`src/rtl/equiv_check_pkg.sv`:
```
// Shared definitions for the equivalence stimulus checker: FSM states,
// verdict reason codes and the stimulus LFSR step.
package equiv_check_pkg;

  typedef enum logic [2:0] {
    ST_IDLE  = 3'd0,
    ST_RUN   = 3'd1,
    ST_DRAIN = 3'd2,
    ST_PASS  = 3'd3,
    ST_FAIL  = 3'd4
  } state_e;

  localparam logic [1:0] REASON_NONE       = 2'd0;
  localparam logic [1:0] REASON_MISMATCH   = 2'd1;
  localparam logic [1:0] REASON_DEGENERATE = 2'd2;

  // Right-shifting Galois form; taps 32,22,2,1 map to bits 31,21,1,0.
  localparam logic [31:0] LFSR_TAPS = 32'h8020_0003;

  function automatic logic [31:0] lfsr_next(input logic [31:0] cur);
    return {1'b0, cur[31:1]} ^ (cur[0] ? LFSR_TAPS : 32'h0);
  endfunction

endpackage

```
`src/rtl/stim_lfsr.sv`:
```
// 32-bit Galois LFSR producing the stimulus stream; load/reset restore SEED
// so every run replays the same vector sequence.
module stim_lfsr #(
  parameter logic [31:0] SEED = 32'h1
) (
  input  logic        clk,
  input  logic        rst_n,
  input  logic        advance,
  input  logic        load,
  output logic [31:0] value
);
  import equiv_check_pkg::*;

  // NOTE: sequential state is updated with <= so every register samples
  // pre-edge values regardless of block ordering.
  always_ff @(posedge clk) begin
    if (!rst_n || load) begin
      value <= SEED;
    end else if (advance) begin
      value <= lfsr_next(value);
    end
  end

endmodule

```
`config.mk`:
```
export PLATFORM = sky130hd
export DESIGN_NAME = stim_lfsr
export DESIGN_NICKNAME = d
export VERILOG_FILES = /design/src/rtl/equiv_check_pkg.sv /design/src/rtl/stim_lfsr.sv
export SDC_FILE = /design/constraint.sdc
export NUM_CORES = 1
export LEC_CHECK = 0
export CAP_MARGIN = 20
export CORE_AREA = 2 2 55 57
export DETAILED_ROUTE_END_ITERATION = 7
export DIE_AREA = 0 0 57 59
export PLACE_DENSITY = 0.85
export SYNTH_ARGS = -nofsm -noshare
export SYNTH_HDL_FRONTEND = slang
export SYNTH_SLANG_ARGS = --single-unit
```
`constraint.sdc`:
```
create_clock -name clk -period 0.97 [get_ports clk]
set_input_delay 0.194 -clock clk [delete_from_list [all_inputs] [get_ports clk]]
set_output_delay 0.194 -clock clk [all_outputs]
set_load 0.02 [all_outputs]
```
**Routed metal, one colour a layer**

The bar under the picture is 20 um long. Two of the layers only.
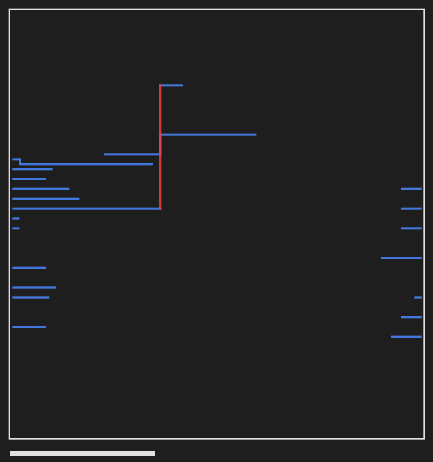
- red: metal 4 (wire length 17.0 um)
- blue: metal 3 (wire length 133 um)
gr usage total: 19.37%
mean routed wirelength per cell: 13.83 um
routed via count: 992
WL final: 2973 um

==> results_dict.tcl <==
# place-and-route summary
set metrics [dict create \
    outcome "complete, but fails checks" \
    violations "setup timing" \
    worst_pin_slew_ns 0.1630 \
    clkTransAtPathRegs_ns 0.10 \
    grt_pass1_wl_um 4836 \
    min_period_ns 0.9964 \
    diodes 0 \
    netlist_area_mm2 0.001202 \
    worst-path-buf-inv 1 \
    slew-limit-headroom_pct 88.83 \
    static-leakage-power_nw 0.9545 \
    drt_drc_violations_left 0 \
    die_area_mm2 0.003363 \
    insertion_delay_ns 0.32 \
    die_w_um 57 \
    drive_gt1_share_pct 63.04 \
    comb_power_share_pct 7.9 \
    cp_top_family "flip-flops" \
    die.size.y_um 59 \
    power_density_mw_per_mm2 1152 \
    synth_chip_area_mm2 0.001202 \
    setup_violations 23 \
    cts_tree "done" \
    power.net_switching_mw 0.5202 \
    internal_power_mw 1.771 \
    postCtsHoldBufs 0 \
    cts-root-buf "clkbuf_4" \
    synth.distinct_cells 12 \
    overflow 0 \
    post-place-ws_ns -0.2650 \
    slowest_delay_ns 0.36 \
    dp_hpwl_um 2004 \
    final.setup_skew_ns 0.008994 \
    fillers 206 \
    via_per_inst 4.614 \
    io_buffer_count 35 \
    grt_setup_unrepaired "yes" \
    switching_share_pct 22.71 \
    timing.final.crit_share_pct 102.7 \
    place.gp.congestion 0.6794 \
    lay_top_count "buf_4" \
    holdCritPathClass "input port to flop" \
    ys_cells 107 \
    core_mm2 0.002710 \
    cts_buffer_depth 2 \
    cp_slowest_cell "dfxtp_2" \
    synth.avg_cell_area_um2 11.24 \
    finish.net_count 187 \
    ys_ff 32 \
    cts_sinks 32 \
    start_kind "flop" \
    critical_path_class "flop to primary output" \
    initial_core_util_pct 44.37 \
    antenna_found_initial 0 \
    yosys_warnings 0 \
    warnings 28 \
    synth_cells 107 \
    postRouteAntennaNets 0 \
    ir_drop_uv 892.5 \
    maxCapViolations 0 \
    path_cells "buf_6" \
    crit_required_ns 0.78 \
    reg.largest.list "value (32)" \
    timing.fmax_mhz 1004 \
    area_delta_synth_final_pct 65.35 \
    htree_num_levels 2 \
    grt_max_degree 21 \
    maxSlewViolCount 0 \
    path_max_fanout 2 \
    end_kind "primary output" \
    seqPwrFrac_pct 57.9 \
    largest_reg_flops 32 \
    grt_pass1_vias 1068 \
    io_pins 36 \
    final.setup.tns_ns -0.2205 \
    crit_arrival_ns 0.80 \
    numCtsBuffers 5 \
    yosysSeqAreaShare_pct 53.28 \
    fp-row-count 19 \
    drt_pass1_iterations 4 \
    hold_viol 0 \
    drt_iter0_drc 12 \
    timing.final.ws_setup_ns -0.02639 \
    synth_nets 111 \
    largest-register "value" \
    final_layout_top_logic_cells "38 x buf_4, 33 x buf_6, 32 x dfxtp_2" \
    clock_power_share_pct 34.2 \
]
**Cell classes on the final placement**

The bar under the picture is 20 um long.
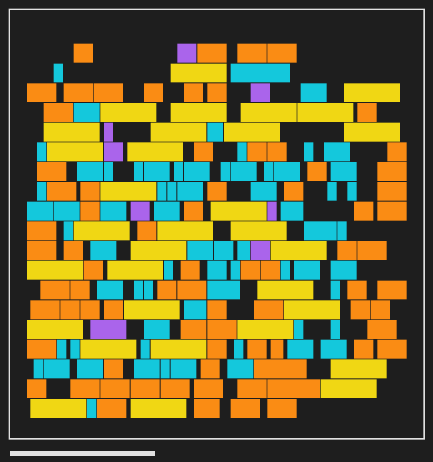
- yellow: sequential cells (cells 32)
- orange: remaining buffers and delay cells (cells 76)
- cyan: combinational and other logic (cells 68)
- purple: clock drivers and dummy loads (cells 8)

[final cells by class]
class                           count  area, um^2  area share (%)
Tap cell                           31       38.79           1.951
Clock buffer                        8       58.81           2.958
Timing Repair Buffer               76       721.9           36.31
Multi-Input combinational cell     68       488.0           24.54
Sequential cell                    32       680.7           34.24
[tightest hold or removal path, stage by stage]
cell      delay (ns)
buf_2           0.14
buf_12          0.17
a211oi_2        0.07
[kinds of logic after synthesis]
kind of cell	share of synthesized area, %
AND/OR/NAND/NOR	10.82
flip-flops	53.28
multiplexers	24.14
buffers and inverters	7.180
AND-OR/OR-AND	3.121
XOR/XNOR	1.457
[synthesized netlist by cell type]
cell type	n	area [um^2]
buf_12	3	60.06
mux2i_1	29	290.3
buf_2	3	15.01
a21oi_1	1	5.000
buf_6	1	11.26
nand2b_1	1	6.260
o21bai_1	1	7.510
dfxtp_1	32	640.6
a211oi_2	2	25.02
xnor2_1	2	17.52
and3_2	1	7.510
nor2_1	31	116.4
[path summary, 6_finish.rpt]
kind,end,cells after the start,from,slack [ns]
setup / recovery,value[11],1,value[11]$_SDFFE_PP0P_,-0.03
hold / removal,value[21]$_SDFFE_PP0P_,3,advance,0.30
setup reg to reg,value[1]$_SDFFE_PP0P_,3,value[0]$_SDFFE_PP1P_,0.07
hold reg to reg,value[28]$_SDFFE_PP0P_,2,value[29]$_SDFFE_PP0P_,0.53
[per-stage QoR]
stage | hold slack, ns | instance area, um^2 | cells | power (mW) | utilization [%]
6_report | 0.3040 | 1988 | 215 | 2.291 | 73.36
5_1_grt | 0.2933 | 1988 | 215 | 2.394 | 73.36
4_1_cts | 0.2889 | 1964 | 214 | 2.304 | 72.48
3_5_place_dp | 0.5317 | 1765 | 198 | 1.530 | 65.14
3_3_place_gp | 0.5191 | 1765 | 198 | 1.524 | 65.14
2_1_floorplan | 0.4025 | 1202 | 107 | 1.484 | -
[routing by layer]
metal  global-route usage (%)  wire length, um
met1                    19.67             1174
met3                    6.114              133
met4                    6.977               17
met2                    37.11             1648
met5                        0                0
[power groups by stage]
stage	registers (mW)	clock network [mW]	logic, mW
2_1_floorplan	1.37	0	0.116
3_3_place_gp	1.36	0	0.168
3_5_place_dp	1.36	0	0.173
4_1_cts	1.33	0.801	0.176
5_1_grt	1.33	0.875	0.191
6_report	1.33	0.783	0.181
[timing repair]
action / CTS / global route
setup buffers: 8 / 1
setup endpoints to repair: 32 / 37
resized: 224 / 3
Power figures rest on the tool's default switching activity, not on a simulated workload.
